wires.png
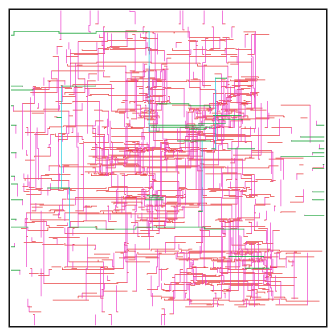
placement_by_type.png
Fill, decap, tap and diode cells in gray.
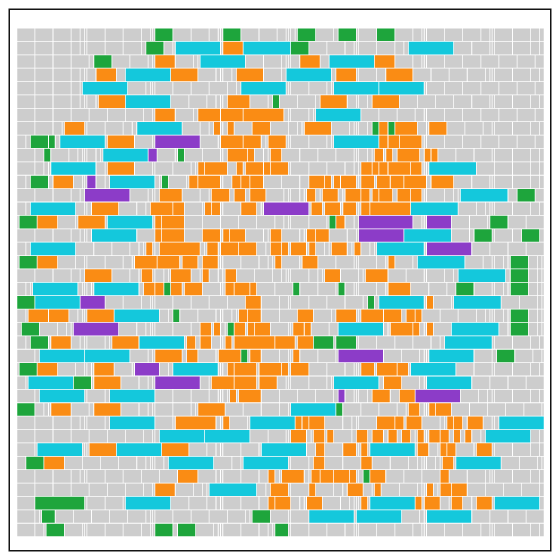
clk_routes.png
Scale bar: 20 um.
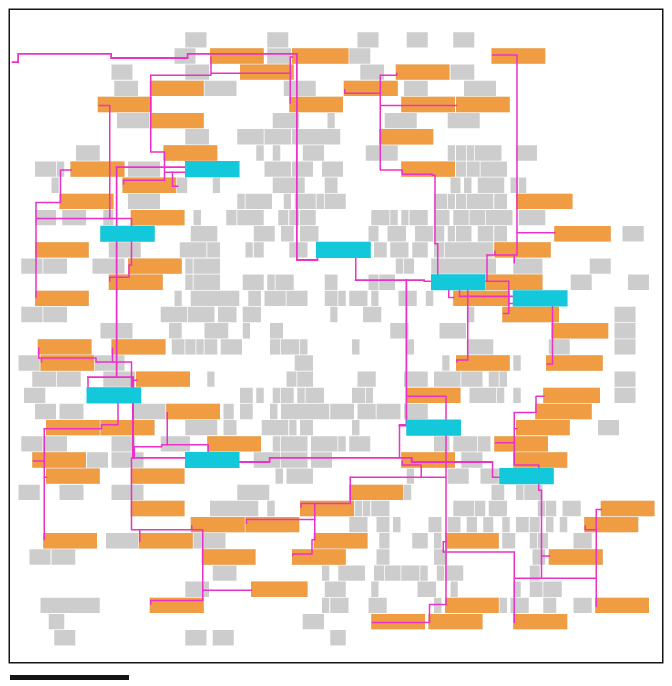
io_placement.png
Pins as bars across the die edge, other pins in gray.
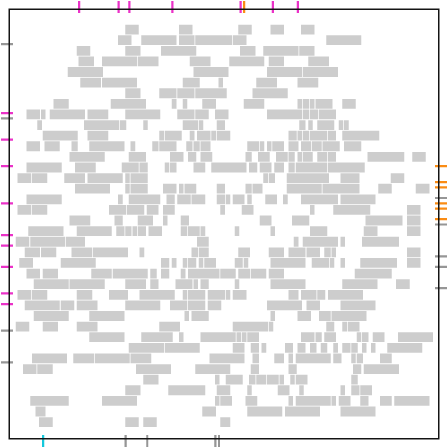
<file path="src/rtl/seg7_scan_mux.sv">
// Four-digit time-multiplexed 7-segment driver with pending/display double buffering.
// Optional feature macro: SEG7_LEADING_ZERO_BLANK_EN (blank leading zeros on digits 3..1).
module seg7_scan_mux #(
    parameter int CLK_DIV    = 50000,
    parameter int GUARD      = 2,
    parameter bit ACTIVE_LOW = 1'b1
) (
    input  logic        clk,
    input  logic        rst_n,
    input  logic        en,
    input  logic        load,
    input  logic [15:0] digits_in,
    input  logic [3:0]  dp_in,
    output logic [6:0]  seg_out,
    output logic        dp_out,
    output logic [3:0]  an_out,
    output logic        frame_done
);
    localparam int NUM_DIGITS = 4;
    localparam int CW = (CLK_DIV > 1) ? $clog2(CLK_DIV) : 1;
    localparam logic [CW-1:0] CNT_LAST = CW'(CLK_DIV - 1);
    localparam logic [CW-1:0] GUARD_C  = CW'(GUARD);

    typedef enum logic [1:0] {SCAN0, SCAN1, SCAN2, SCAN3} scan_e;

    typedef struct packed {
        logic [NUM_DIGITS-1:0][3:0] dig;
        logic [NUM_DIGITS-1:0]      dp;
    } dbuf_t;

    function automatic logic [6:0] seg7_dec(input logic [3:0] v);
        logic [6:0] s;
        case (v)
            4'h0: s = 7'h3F;
            4'h1: s = 7'h06;
            4'h2: s = 7'h5B;
            4'h3: s = 7'h4F;
            4'h4: s = 7'h66;
            4'h5: s = 7'h6D;
            4'h6: s = 7'h7D;
            4'h7: s = 7'h07;
            4'h8: s = 7'h7F;
            4'h9: s = 7'h6F;
            4'hA: s = 7'h77;
            4'hB: s = 7'h7C;
            4'hC: s = 7'h39;
            4'hD: s = 7'h5E;
            4'hE: s = 7'h79;
            default: s = 7'h71;
        endcase
        return s;
    endfunction

    scan_e                         state_q, state_d;
    logic [CW-1:0]                 cnt_q, cnt_d;
    dbuf_t                         pend_q, pend_d;
    dbuf_t                         disp_q, disp_d;
    logic [3:0]                    an_q, an_d;
    logic [6:0]                    seg_q, seg_d;
    logic                          dp_q, dp_d;
    logic                          fd_q, fd_d;

    logic                          cnt_wrap;
    logic                          boundary;
    logic                          in_guard;
    logic                          lit;
    logic [NUM_DIGITS-1:0][6:0]    dig_seg;
    logic [NUM_DIGITS-1:0]         blank;

    if (GUARD == 0) begin : g_noguard
        assign in_guard = 1'b0;
    end else begin : g_guard
        assign in_guard = (cnt_q < GUARD_C);
    end

`ifdef SEG7_LEADING_ZERO_BLANK_EN
    logic [NUM_DIGITS-1:0] zero;
`endif

    // Per-digit decode; blanking only touches segments, never the anode or dp.
    for (genvar g = 0; g < NUM_DIGITS; g++) begin : g_dig
`ifdef SEG7_LEADING_ZERO_BLANK_EN
        assign zero[g] = (disp_q.dig[g] == 4'h0);
        if (g == 0) begin : g_keep
            assign blank[g] = 1'b0;
        end else begin : g_lzb
            assign blank[g] = &zero[NUM_DIGITS-1:g];
        end
`else
        assign blank[g] = 1'b0;
`endif
        assign dig_seg[g] = blank[g] ? 7'h00 : seg7_dec(disp_q.dig[g]);
    end

    always_comb begin
        state_d  = state_q;
        cnt_d    = cnt_q;
        cnt_wrap = (cnt_q == CNT_LAST);
        boundary = en && cnt_wrap && (state_q == SCAN3);

        if (en) begin
            cnt_d = cnt_wrap ? '0 : cnt_q + 1'b1;
            if (cnt_wrap) begin
                case (state_q)
                    SCAN0:   state_d = SCAN1;
                    SCAN1:   state_d = SCAN2;
                    SCAN2:   state_d = SCAN3;
                    default: state_d = SCAN0;
                endcase
            end
        end

        pend_d = load ? dbuf_t'({digits_in, dp_in}) : pend_q;
        // Display buffer only changes on the frame wrap, so a frame never tears.
        disp_d = boundary ? pend_q : disp_q;

        lit   = en && !in_guard;
        an_d  = (lit ? (4'b0001 << state_q) : 4'b0000) ^ {4{ACTIVE_LOW}};
        seg_d = (lit ? dig_seg[state_q] : 7'h00) ^ {7{ACTIVE_LOW}};
        dp_d  = (lit ? disp_q.dp[state_q] : 1'b0) ^ ACTIVE_LOW;
        fd_d  = boundary;
    end

    always_ff @(posedge clk or negedge rst_n) begin
        if (!rst_n) begin
            state_q <= SCAN0;
            cnt_q   <= '0;
            pend_q  <= '0;
            disp_q  <= '0;
            an_q    <= {4{ACTIVE_LOW}};
            seg_q   <= {7{ACTIVE_LOW}};
            dp_q    <= ACTIVE_LOW;
            fd_q    <= 1'b0;
        end else begin
            state_q <= state_d;
            cnt_q   <= cnt_d;
            pend_q  <= pend_d;
            disp_q  <= disp_d;
            an_q    <= an_d;
            seg_q   <= seg_d;
            dp_q    <= dp_d;
            fd_q    <= fd_d;
        end
    end

    assign an_out     = an_q;
    assign seg_out    = seg_q;
    assign dp_out     = dp_q;
    assign frame_done = fd_q;

endmodule

</file>
<file path="config.mk">
export PLATFORM = sky130hd
export DESIGN_NAME = seg7_scan_mux
export DESIGN_NICKNAME = d
export VERILOG_FILES = /design/src/rtl/seg7_scan_mux.sv
export SDC_FILE = /design/constraint.sdc
export NUM_CORES = 1
export LEC_CHECK = 0
export CORE_UTILIZATION = 35
export DETAILED_ROUTE_END_ITERATION = 6
export GPL_TIMING_DRIVEN = 0
export PLACE_DENSITY = 0.5
export SKIP_LAST_GASP = 1
export SYNTH_ARGS = -nofsm -noshare
export SYNTH_HDL_FRONTEND = slang
export SYNTH_SLANG_ARGS = --single-unit
</file>
<file path="constraint.sdc">
create_clock -name clk -period 2.9 [get_ports clk]
set_clock_uncertainty 0.15 [all_clocks]
set_input_delay 0.29 -clock clk [delete_from_list [all_inputs] [get_ports clk]]
set_output_delay 0.29 -clock clk [all_outputs]
set_load 0.01 [all_outputs]
</file>
==> summary.rpt <==
==== FLOW RESULTS ====
----------------------------------------------------
[Status]
  Outcome ........................ completed

[Finish]
  Area growth, synth to finish ........................ 21.19%
  Nets@finish ........................ ~450
  Fill cell count ........................ 1,056
  Top Registers ........................ disp_q (20), pend_q (20), cnt_q (16)
  Area of combinational cells with multiple inputs ........................ 2110 um^2
  Count of non-filler cells in the finished layout ........................ about 540
  Non-clock inverter count ........................ 18
  Cell class ranked first by area ........................ multi-input combinational cells
  Final core area utilization ........................ 0.4444
  #MultiIn Comb ........................ 241
  Area share of buffers outside the clock network ........................ 0.09530
  Ant. Diodes ........................ 0
  Non-clk bufs ........................ ~56
  Area fraction of clock buffers and clock inverters ........................ 0.06302
  Commonest non-fill, non-tap cell in the layout ........................ sky130_fd_sc_hd__dfrtp_1
  Total number of sequential cells ........................ 71
  Fraction of final layout cells with drive strength greater than 1 ........................ 0.2189
  Area taken by flip-flops and latches ........................ 1792 um^2
  Combinational share of cell area ........................ 0.4285
  Most instantiated logic cells after routing ........................ sky130_fd_sc_hd__dfrtp_1, sky130_fd_sc_hd__clkdlybuf4s50_1, sky130_fd_sc_hd__ha_1, sky130_fd_sc_hd__mux2_2, sky130_fd_sc_hd__nand2_1
  Clock buffer count in the final layout ........................ 13

[Setup path]
  Endpoint of the worst setup timing path ........................ disp_q[6]
  CP max stage cell ........................ sky130_fd_sc_hd__or4_4
  Critical path fanouts, max ........................ 10
  Data required time at the worst endpoint ........................ 2.96 ns
  Critical path depth ........................ 6
  Sum of buffers and inverters on the critical path ........................ 1
  Slowest cell delay on critical path ........................ 0.53 ns
  RR Endpoint ........................ disp_q[6]
  Depth of the most critical reg-to-reg path ........................ 6
  Critical path, cell by cell ........................ ha_1 -> and3_2 -> nand3_2 -> or4_4 -> buf_6 -> mux2_4
  Launch point of the critical path ........................ cnt_q[1]
  Reg-to-reg setup timing slack ........................ 0.59 ns
  Critical path type ........................ flop to flop
  CP Data Arrival Time ........................ 2.37 ns
  Top delay family on crit path ........................ simple AND/OR/NAND/NOR gates
  Worst R2R Start ........................ cnt_q[1]
  Type of element launching the critical path ........................ flop
  Critical path capture point type ........................ flop

[Clock tree]
  Hold buffer count at CTS ........................ 1
  Worst-case clock buffer depth ........................ 2
  Cts repair resizes ........................ 0
  Clock edge transition at the registers on the reported setup and hold paths ........................ 0.06 ns
  Number of CTS-inserted buffers ........................ 9
  CTS tree ........................ done
  Master cell of the clock root buffer ........................ sky130_fd_sc_hd__clkbuf_16
  Number of sinks handled by clock tree synthesis ........................ 71
  Setup Buffers After CTS ........................ 0
  H-tree level count ........................ 3

[STA]
  Setup TNS after final layout ........................ 0 ns
  Final cycle utilization of the critical path ........................ 0.7963
  Unrepaired setup endpoints after global routing ........................ no
  Number of hold violations in the final report ........................ 0
  Count of final setup violators ........................ 0
  Final critical-path setup slack ........................ 0.5906 ns
  Slew at the pin closest to its max-slew limit ........................ around 0.71 ns
  Crit path time final ........................ 2.309 ns
  Peak clock frequency supported by timing ........................ around 0.43 GHz
  Post-Route Hold Slack ........................ 0.1211 ns
  Slew HR ........................ 0.5228
  Number of pins with negative max-slew slack in the final report ........................ 0

[Global route]
  Met1 global-route usage ........................ 0.2144
  Number of global-route vias before repair ........................ around 2,700
  Layer with the highest usage after global routing ........................ met2
  Global-route wire length before repair ........................ 13,970 um
  Met2 routing resource usage after global routing ........................ 0.2282
  Number of antenna violations at the first check in global routing ........................ 0
  Maximum number of pins on one net before global-route repair ........................ 72
  GR Overflow Total ........................ 0
  Met3 demand-to-capacity share in global routing ........................ 0.04564

[Job]
  Stage-log warning count ........................ 49
  Max_cap viols ........................ 0

[Yosys]
  Largest type area fraction ........................ 0.3634
  Area fraction in full adders, half adders and majority gates ........................ 0.08931
  Area of the synthesized netlist per yosys stat ........................ 4063 um^2
  Area contributors post-synth ........................ sky130_fd_sc_hd__dfrtp_1, sky130_fd_sc_hd__ha_1, sky130_fd_sc_hd__dfstp_2, sky130_fd_sc_hd__mux2_4, sky130_fd_sc_hd__mux2_2
  Flip-flops with a built-in enable ........................ 0
  Number of library cell types mapped by synthesis ........................ 47
  Xor/xnor share ........................ 0.03018
  Average footprint of a synthesized cell ........................ 11.61 um^2
  Commonest cells in the synthesized netlist ........................ sky130_fd_sc_hd__dfrtp_1, sky130_fd_sc_hd__ha_1, sky130_fd_sc_hd__mux2_2
  Most used flip-flop cell after synthesis ........................ sky130_fd_sc_hd__dfrtp_1
  Net count entering floorplan ........................ between 400 and 500
  Synthesized area ........................ 4063 um^2
  Mux cell area share ........................ 0.2002
  Dominant kind of combinational cell ........................ multiplexers
  Simple-gate portion of the synthesized area ........................ 0.1198
  Post-synthesis cell type with the largest instance count ........................ sky130_fd_sc_hd__dfrtp_1
  Yosys synthesis warning count ........................ 0
  Number of standard cells after synthesis ........................ about 350
  Cells in synth_stat.txt ........................ 350
  Fraction of the mapped netlist area in compound gates ........................ 0.07977
  Async set-reset flop share out of synthesis ........................ 1.000
  Share of synthesized area occupied by flip-flops and latches ........................ 0.4410
  Cell taking the most area after synthesis ........................ sky130_fd_sc_hd__dfrtp_1

[Pwr]
  Top power group ........................ sequential cells
  Combinational Power ........................ 0.242 mW
  P_leak ........................ 2.110 nW
  Fraction of power spent switching nets ........................ 0.2344
  Sum of internal, switching and leakage power ........................ 2.528 mW
  Power dissipated by switching net loads ........................ approximately 0.59 mW
  Logic gate share of total power ........................ 0.096
  Power per cell area ........................ 513.4 nW/um^2
  Sequential cell power ........................ 1.16 mW
  Fraction of power consumed by sequential logic ........................ 0.457
  Internal power summed over all cells ........................ 1.935 mW

[Place]
  Post-DP HPWL ........................ 5821 um
  Worst slack at placement ........................ 0.6011 ns
  Total placed cells including tap cells ........................ about 530
  Count of port buffers added during placement ........................ 34
  Placed Instance Area ........................ 4603 um^2
  Final Wtd Congestion ........................ 0.8048

[Hold path]
  Hold-critical path depth ........................ 3
  WHS Endpoint ........................ cnt_q[2]
  Path class of the lowest-slack min-delay path ........................ input port to flop
  Origin of the worst min-delay path ........................ en

[Die]
  Number of I/O pins ........................ 37
  Horiz. Die Dim ........................ around 110 um
  Die boundary height ........................ ~110 um
  Number of well-tap cells placed ........................ about 140
  Chip area ........................ 12,040 um^2
  Core utilization before placement ........................ 0.3667

[Routing]
  Top Layer Used ........................ met4
  Iter 0 DRT Violations ........................ about 130
  WL met3 ........................ 386 um
  Detailed Routing Iterations Pass 1 ........................ 4
  Total met2 wirelength after detailed routing ........................ 3532 um
  Wl on met1 ........................ 4050 um
  Routed vias/inst ........................ 5.081
  Number of nets with antenna violations after routing ........................ 0
  Post-route DRC ........................ 0

----------------------------------------------------
Notes on wires.png above:
Key: metal 3 = green [wire length 387 um]; metal 1 = red [wire length 4,050 um]; metal 4 = cyan [wire length 133 um]; metal 2 = magenta [wire length 3,530 um]
routed length per placed instance: 14.95 um
vias after detailed routing: 2,754
Total Routing Usage GR: 0.1549
wirelength, routed: 8102 um

Notes on placement_by_type.png above:
Key: other buffers and delay cells = green [cells 56]; flops = cyan [cells 71]; combinational and other logic = orange [cells 259]; clock drivers and dummy loads = purple [cells 16]
Core Rows: 38
sequential fraction of total cell area: 0.3639
core area: 11,080 um^2
final cell area excluding filler cells: 4923 um^2

Notes on clk_routes.png above:
Key: clock drivers = cyan [count 9]; clock wires = magenta [length 1,000 um]; flip-flops = orange [count 71]
There are 10 routed clock nets.
relative contribution of the clock network to total power: 0.447
clock network power: 1.13 mW
Latency at later pin: 0.33 ns

Notes on io_placement.png above:
Key: `seg_out` = orange [pins 7, direction output, edge 6 right, 1 top]; `digits_in` = magenta [pins 16, direction input, edge 9 left, 7 top]; `rst_n` = cyan [pins 1, direction input, edge bottom]

Power figures rest on the tool's default switching activity, not on a simulated workload.
